==> images/met1.png <==
Drawn at 2 px/um. Supply wires on this layer in grey.
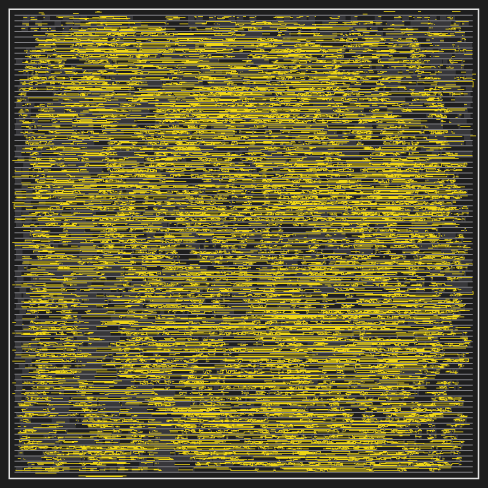
==> images/density.png <==
Drawn at 1.5 px/um. 23 x 23 tiles, from dark blue (low) to red (high), 0 to 100% covered.
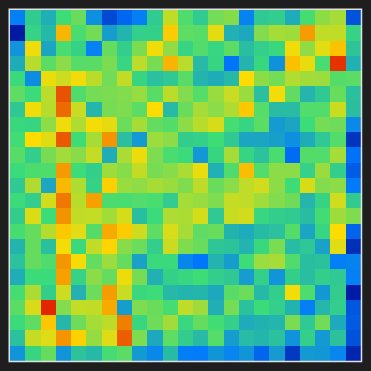
## src/rtl/iter_div.sv

```systemverilog
// Iterative restoring divider. Handles signed and unsigned operands with RISC-V
// special results. It produces one quotient bit per cycle, so latency is fixed:
// out_valid rises W+1 edges after the accepting edge, the accepting edge included.
module iter_div #(
    parameter int W  = 64,
    parameter int TW = 6
) (
    input  logic          clk,
    input  logic          reset_n,
    input  logic          flush,
    input  logic          in_valid,
    output logic          in_ready,
    input  logic [W-1:0]  in_a,
    input  logic [W-1:0]  in_b,
    input  logic          in_signed,
    input  logic          in_rem,
    input  logic [TW-1:0] in_tag,
    output logic          out_valid,
    input  logic          out_ready,
    output logic [W-1:0]  out_y,
    output logic [TW-1:0] out_tag
);

    localparam int CW = $clog2(W);

    typedef enum logic [1:0] {
        S_IDLE,
        S_DIVIDE,
        S_DONE
    } state_e;

    // Control and output registers (reset)
    state_e        state_q;
    logic          in_ready_q;
    logic          out_valid_q;
    logic [CW-1:0] cnt_q;
    logic [W-1:0]  out_y_q;
    logic [TW-1:0] out_tag_q;

    // Operation registers (loaded on accept, not reset)
    logic [W-1:0]  rem_q;       // partial remainder
    logic [W-1:0]  dvd_q;       // dividend bits shift out at the top, quotient bits shift in at the bottom
    logic [W-1:0]  dsr_q;       // divisor magnitude
    logic [TW-1:0] tag_q;
    logic          want_rem_q;
    logic          neg_quo_q;
    logic          neg_rem_q;
    logic          div_zero_q;

    // Accept-side operand preparation
    logic          accept;
    logic          a_neg;
    logic          b_neg;
    logic [W-1:0]  a_mag;
    logic [W-1:0]  b_mag;

    // One restoring step
    logic [W:0]    shifted;
    logic [W:0]    diff;
    logic          q_bit;
    logic [W-1:0]  rem_d;
    logic [W-1:0]  dvd_d;

    // Final result after sign fix-up
    logic [W-1:0]  quo_fix;
    logic [W-1:0]  rem_fix;
    logic [W-1:0]  result_d;

    assign in_ready  = in_ready_q;
    assign out_valid = out_valid_q;
    assign out_y     = out_y_q;
    assign out_tag   = out_tag_q;

    // in_ready_q is high exactly in IDLE, so it doubles as the state qualifier.
    assign accept = in_valid & in_ready_q & ~flush;

    assign a_neg = in_signed & in_a[W-1];
    assign b_neg = in_signed & in_b[W-1];
    // The most negative value negates to itself. Read as unsigned, that is its
    // correct magnitude.
    assign a_mag = a_neg ? (W'(0) - in_a) : in_a;
    assign b_mag = b_neg ? (W'(0) - in_b) : in_b;

    // Bring in the next dividend bit, then try to subtract the divisor.
    assign shifted = {rem_q, dvd_q[W-1]};

    iter_div_addsub #(
        .N (W + 1)
    ) u_step_sub (
        .a_i      (shifted),
        .b_i      ({1'b0, dsr_q}),
        .is_sub_i (1'b1),
        .y_o      (diff)
    );

    // A clear MSB means no borrow: the subtraction fits, so keep it.
    assign q_bit = ~diff[W];
    assign rem_d = q_bit ? diff[W-1:0] : shifted[W-1:0];
    assign dvd_d = {dvd_q[W-2:0], q_bit};

    // With a zero divisor every step succeeds, so the quotient is all ones and the
    // remainder is |a|. The sign fix-up on the remainder restores a, but the
    // quotient must bypass the fix-up. The MIN / -1 overflow needs no special
    // path: 2^(W-1) negates to itself modulo 2^W.
    assign quo_fix  = div_zero_q ? '1 : (neg_quo_q ? (W'(0) - dvd_d) : dvd_d);
    assign rem_fix  = neg_rem_q ? (W'(0) - rem_d) : rem_d;
    assign result_d = want_rem_q ? rem_fix : quo_fix;

    // Operation datapath: load the operands on accept, then run one step per DIVIDE cycle.
    // NOTE: these registers are always written before they are read, so they carry no
    // reset. Only the control and output registers need a defined value out of reset.
    always_ff @(posedge clk) begin
        if (accept) begin
            rem_q      <= '0;
            dvd_q      <= a_mag;
            dsr_q      <= b_mag;
            tag_q      <= in_tag;
            want_rem_q <= in_rem;
            neg_quo_q  <= a_neg ^ b_neg;
            neg_rem_q  <= a_neg;
            div_zero_q <= (in_b == '0);
        end else if (state_q == S_DIVIDE) begin
            rem_q <= rem_d;
            dvd_q <= dvd_d;
        end
    end

    // Control FSM with registered handshake and result outputs.
    // NOTE: state registers use non-blocking assignments, so every branch reads the
    // values from before the clock edge, whatever the statement order.
    always_ff @(posedge clk or negedge reset_n) begin
        if (!reset_n) begin
            state_q     <= S_IDLE;
            in_ready_q  <= 1'b1;
            out_valid_q <= 1'b0;
            cnt_q       <= '0;
            out_y_q     <= '0;
            out_tag_q   <= '0;
        end else if (flush) begin
            state_q     <= S_IDLE;
            in_ready_q  <= 1'b1;
            out_valid_q <= 1'b0;
            cnt_q       <= '0;
        end else begin
            unique case (state_q)
                S_IDLE: begin
                    if (in_valid) begin
                        state_q    <= S_DIVIDE;
                        in_ready_q <= 1'b0;
                        cnt_q      <= CW'(W - 1);
                    end
                end
                S_DIVIDE: begin
                    if (cnt_q == '0) begin
                        state_q     <= S_DONE;
                        out_valid_q <= 1'b1;
                        out_y_q     <= result_d;
                        out_tag_q   <= tag_q;
                    end else begin
                        cnt_q <= cnt_q - CW'(1);
                    end
                end
                S_DONE: begin
                    if (out_ready) begin
                        state_q     <= S_IDLE;
                        out_valid_q <= 1'b0;
                        in_ready_q  <= 1'b1;
                    end
                end
                default: begin
                    state_q     <= S_IDLE;
                    in_ready_q  <= 1'b1;
                    out_valid_q <= 1'b0;
                end
            endcase
        end
    end

endmodule

// Shared N-bit adder/subtractor: y = a + b, or y = a - b when is_sub_i is set.
module iter_div_addsub #(
    parameter int N = 65
) (
    input  logic [N-1:0] a_i,
    input  logic [N-1:0] b_i,
    input  logic         is_sub_i,
    output logic [N-1:0] y_o
);

    logic [N-1:0] b_eff;

    // Two's-complement subtract: invert b and add one through the carry-in term.
    assign b_eff = is_sub_i ? ~b_i : b_i;
    assign y_o   = a_i + b_eff + N'(is_sub_i);

endmodule

```

## config.mk

```make
export PLATFORM = sky130hd
export DESIGN_NAME = iter_div
export DESIGN_NICKNAME = d
export VERILOG_FILES = /design/src/rtl/iter_div.sv
export SDC_FILE = /design/constraint.sdc
export NUM_CORES = 1
export LEC_CHECK = 0
export ABC_AREA = 1
export CORE_MARGIN = 2
export CORE_UTILIZATION = 49
export DETAILED_ROUTE_END_ITERATION = 8
export PLACE_DENSITY_LB_ADDON = 0.1
export SLEW_MARGIN = 20
export SYNTH_ARGS = -nofsm -noshare
export SYNTH_HDL_FRONTEND = slang
export SYNTH_SLANG_ARGS = --single-unit
```

## constraint.sdc

```tcl
create_clock -name clk -period 12.2 [get_ports clk]
set_clock_uncertainty 0.1 [all_clocks]
set_input_delay 1.22 -clock clk [delete_from_list [all_inputs] [get_ports clk]]
set_output_delay 1.22 -clock clk [all_outputs]
set_load 0.02 [all_outputs]
```

==> job_summary.md <==
### Flow metrics

| Metric | Value |
|---|---|
| Total Routing Usage GR | about 36% |
| Reg2reg start | dsr_q[51] |
| Peak Freq | between 150 and 200 MHz |
| Simple share | 39.7% |
| Layout cells sized above 1 | ~4.2% |
| Final Max Slew Viols | 0 |
| Global-route wire length before repair | 149 mm |
| Dominant combinational family | simple AND/OR/NAND/NOR gates |
| Clock sinks | around 280 |
| Headroom to the max-slew limit | roughly 28% |
| Clock slew at reported path FFs | about 0.060 ns |
| Global placer's final weighted congestion | a little over 1 |
| Critical Path Start | dsr_q[51] |
| Yosys cell count | around 4300 |
| Setup crit start kind | flop |
| Die Width | around 230 um |
| Clock share of power | about 24% |
| DP HPWL | 81.0 mm |
| RSZ-0062 raised after global routing | no |
| Top layer reached by signal wires | met5 |
| Top power group | combinational cells |
| Hold Path Class | reg2reg |
| R2R setup slack | slightly below 7 ns |
| Synth-to-layout area growth | 14.6% |
| Floorplan utilization | between 40 and 50% |
| First-pass DRT Iterations | 6 |
| Clk Latency, worst-skew pair | 0.57 ns |
| Max Buffers Root-to-Sink | 3 |
| Syn. warnings | 0 |
| Most Frequent Cell on Critical Path | nand2_1 |
| Adder share | between 3 and 4% |
| Non-Filler Instances | 5124 |
| Critical path depth | 27 |
| Vias | around 28000 |
| Port bufs | 212 |
| FFs w/ async S/R, synth | about 28% |
| Log Warnings | 30 |
| Vias per std cell | between 5 and 6 |
| Final instance area | ~0.030 sq mm |
| Io pins | 213 |
| Met3 Use GR | under 10% |
| Peak VDD IR | around 0.13 mV |
| Synth Cell Area | between 0.02 and 0.03 sq mm |
| Post-synth top flop | edfxtp_1 |
| Critical Path Fanout Max | 13 |
| Chip area | approximately 0.055 sq mm |
| Max incr delay on CP | ~0.47 ns |
| Met3 wire len | slightly below 10 mm |
| Post-synth net total | around 4500 |
| Flops after synth | roughly 280 |
| Post-Synthesis Cells | ~4300 |
| Yosys stat chip area | around 0.026 sq mm |
| Crit path kind | reg2reg |
| CORE AREA | 0.0523 sq mm |
| Tcrit/Tclk final | approximately 45% |
| Met2 routed WL | ~42 mm |
| Hold_sp | tag_q[1] |
| Post-DP Area | 0.0285 sq mm |
| R2R depth | 27 |
| Lkg Pwr | roughly 15 nW |
| Util after Layout | a little under three fifths |
| Sequential Power | 1.64 mW |
| Hold Slack | about 0.34 ns |
| Worst Slack Setup Final | between 6 and 7 ns |
| Root Buffer | clkbuf_16 |
| Comb power | ~1.9 mW |
| Pin count of the biggest net entering global routing | 121 |
| Mux contribution to synthesized area | 0% |
| Total grt overflow | 0 |
| Comb power frac | between 40% and 50% |
| Most frequent cells in the layout | 1453 x nand2_1, 648 x inv_1, 453 x nor2_1, 267 x nand3_1, 211 x clkdlybuf4s50_1 |
| Complex Gates by Area | about a tenth |
| Initial antenna violation count | 4 |
| Routed length on met1 | approximately 45 mm |
| Endpoints failing setup | 0 |
| Worst Setup EP | out_y[62] |
| GR peak layer | met2 |
| Required time worst endpoint | approximately 13 ns |
| # H-tree levels | 2 |
| Iter 0 DRT Violations | 3076 |
| Synth Area in XOR/XNOR | between 5 and 6% |
| Final Total Pwr | around 4.7 mW |
| Worst EP arrival | between 5 and 6 ns |
| Top cell excl fill/tap | nand2_1 |
| Share of power burned in registers | 35.1% |
| Max Cap Viol | 0 |
| Residual DRC | 0 |
| Placed Instances | 5060 |
| Layout net count | between 4000 and 5000 |
| WP buf/inv | 2 |
| Worst slew pin tran | roughly 1.1 ns |
| Critical Path Sink Type | flop |
| Status | complete, no violations |
| Number of buffers created by CTS | 35 |
| Met1 Usage GRT | between 50% and 60% |
| Cell Int Power | between 2 and 3 mW |
| TNS Setup | 0 ns |
| Sw Share | 42.6% |
| Final Critical Period | between 5 and 6 ns |
| P per Cell Area | 158 mW/mm^2 |
| Hold path cells | 2 |
| DRT antenna net count | 0 |
| Switch Pwr | between 1.5 and 2 mW |
| Register share after synthesis | between 20% and 30% |
| Post-placement setup slack | 7.00 ns |
| Vias in the first global route | around 25000 |
| Yosys cell types | ~57 |
| # resized after CTS | 0 |
| Count of library flops with an enable pin | roughly 140 |
| Routed length per instance | a little under 20 um |
| Worst Hold Path EP | out_tag[1] |
| RR Endpoint | out_y[62] |
| Critical Path Slowest Stage Cell | a21oi_1 |
| Post-Syn Area per Cell | around 6 sq um |
| # rows | roughly 84 |
| Die height | approximately 230 um |
| Final hold vios | 0 |
| Met2 Track Usage GR | 54.0% |
| CP top delay family | simple AND/OR/NAND/NOR gates |
| CTS Hold Bufs | 0 |
| CTS tree | built |
| Final WL | roughly 100 mm |
| Post-CTS setup buffers | 0 |
| Clock network power | roughly 1.1 mW |
## Picture notes: met1.png
wire length on this layer = 45.2 mm
share of all routed wire = 45%
nets with wire on the layer = 4397

## Picture notes: density.png
emptiest ninth of the die = lower right
mean over tiles = 53%
tiles over 75% full = 6.6%
fullest tile = 96%

[cell type report]
class,count,area [sq um]
repair buffers,232,2270
clock inverters,22,294
fillers,5396,22700
well taps,688,861
flip-flops and latches,282,7430
inverters,660,2480
multi-input cells,3198,15400
diodes,2,5.00
clock buffers,40,916
[flip-flops by register name, summed over array words and instances, names as in the netlist]
register and count:
dsr_q 64, out_tag 6, out_valid 1, out_y 64
cnt_q 6, div_zero_q 1, neg_rem_q 1, in_ready 1
neg_quo_q 1, tag_q 6, dvd_q 64, rem_q 64
state_q 2, want_rem_q 1
[cells in the mapped netlist (8+ instances only)]
cell | count | area, sq um
a31oi_1 | 14 | 87.6
inv_1 | 648 | 2430
nand3_1 | 267 | 1340
o21ai_0 | 184 | 921
xnor2_1 | 69 | 604
ha_1 | 70 | 876
or2_2 | 21 | 131
buf_6 | 12 | 135
nor4_1 | 39 | 244
o21ai_1 | 11 | 55.1
o21bai_1 | 8 | 60.1
o22ai_1 | 64 | 400
nor2_2 | 23 | 144
a21oi_1 | 186 | 931
nand3b_1 | 23 | 173
nor2_1 | 454 | 1700
nor3_1 | 71 | 355
edfxtp_1 | 138 | 4140
buf_1 | 12 | 45.0
nand2_2 | 32 | 200
nand2_1 | 1455 | 5460
inv_2 | 8 | 30.0
dfxtp_1 | 64 | 1280
nand4_1 | 45 | 282
buf_2 | 11 | 55.1
o31ai_1 | 9 | 67.6
clkbuf_1 | 69 | 259
xor2_1 | 101 | 885
dfrtp_1 | 79 | 1980
No activity file was given, so power comes from the tool's default toggle rates.
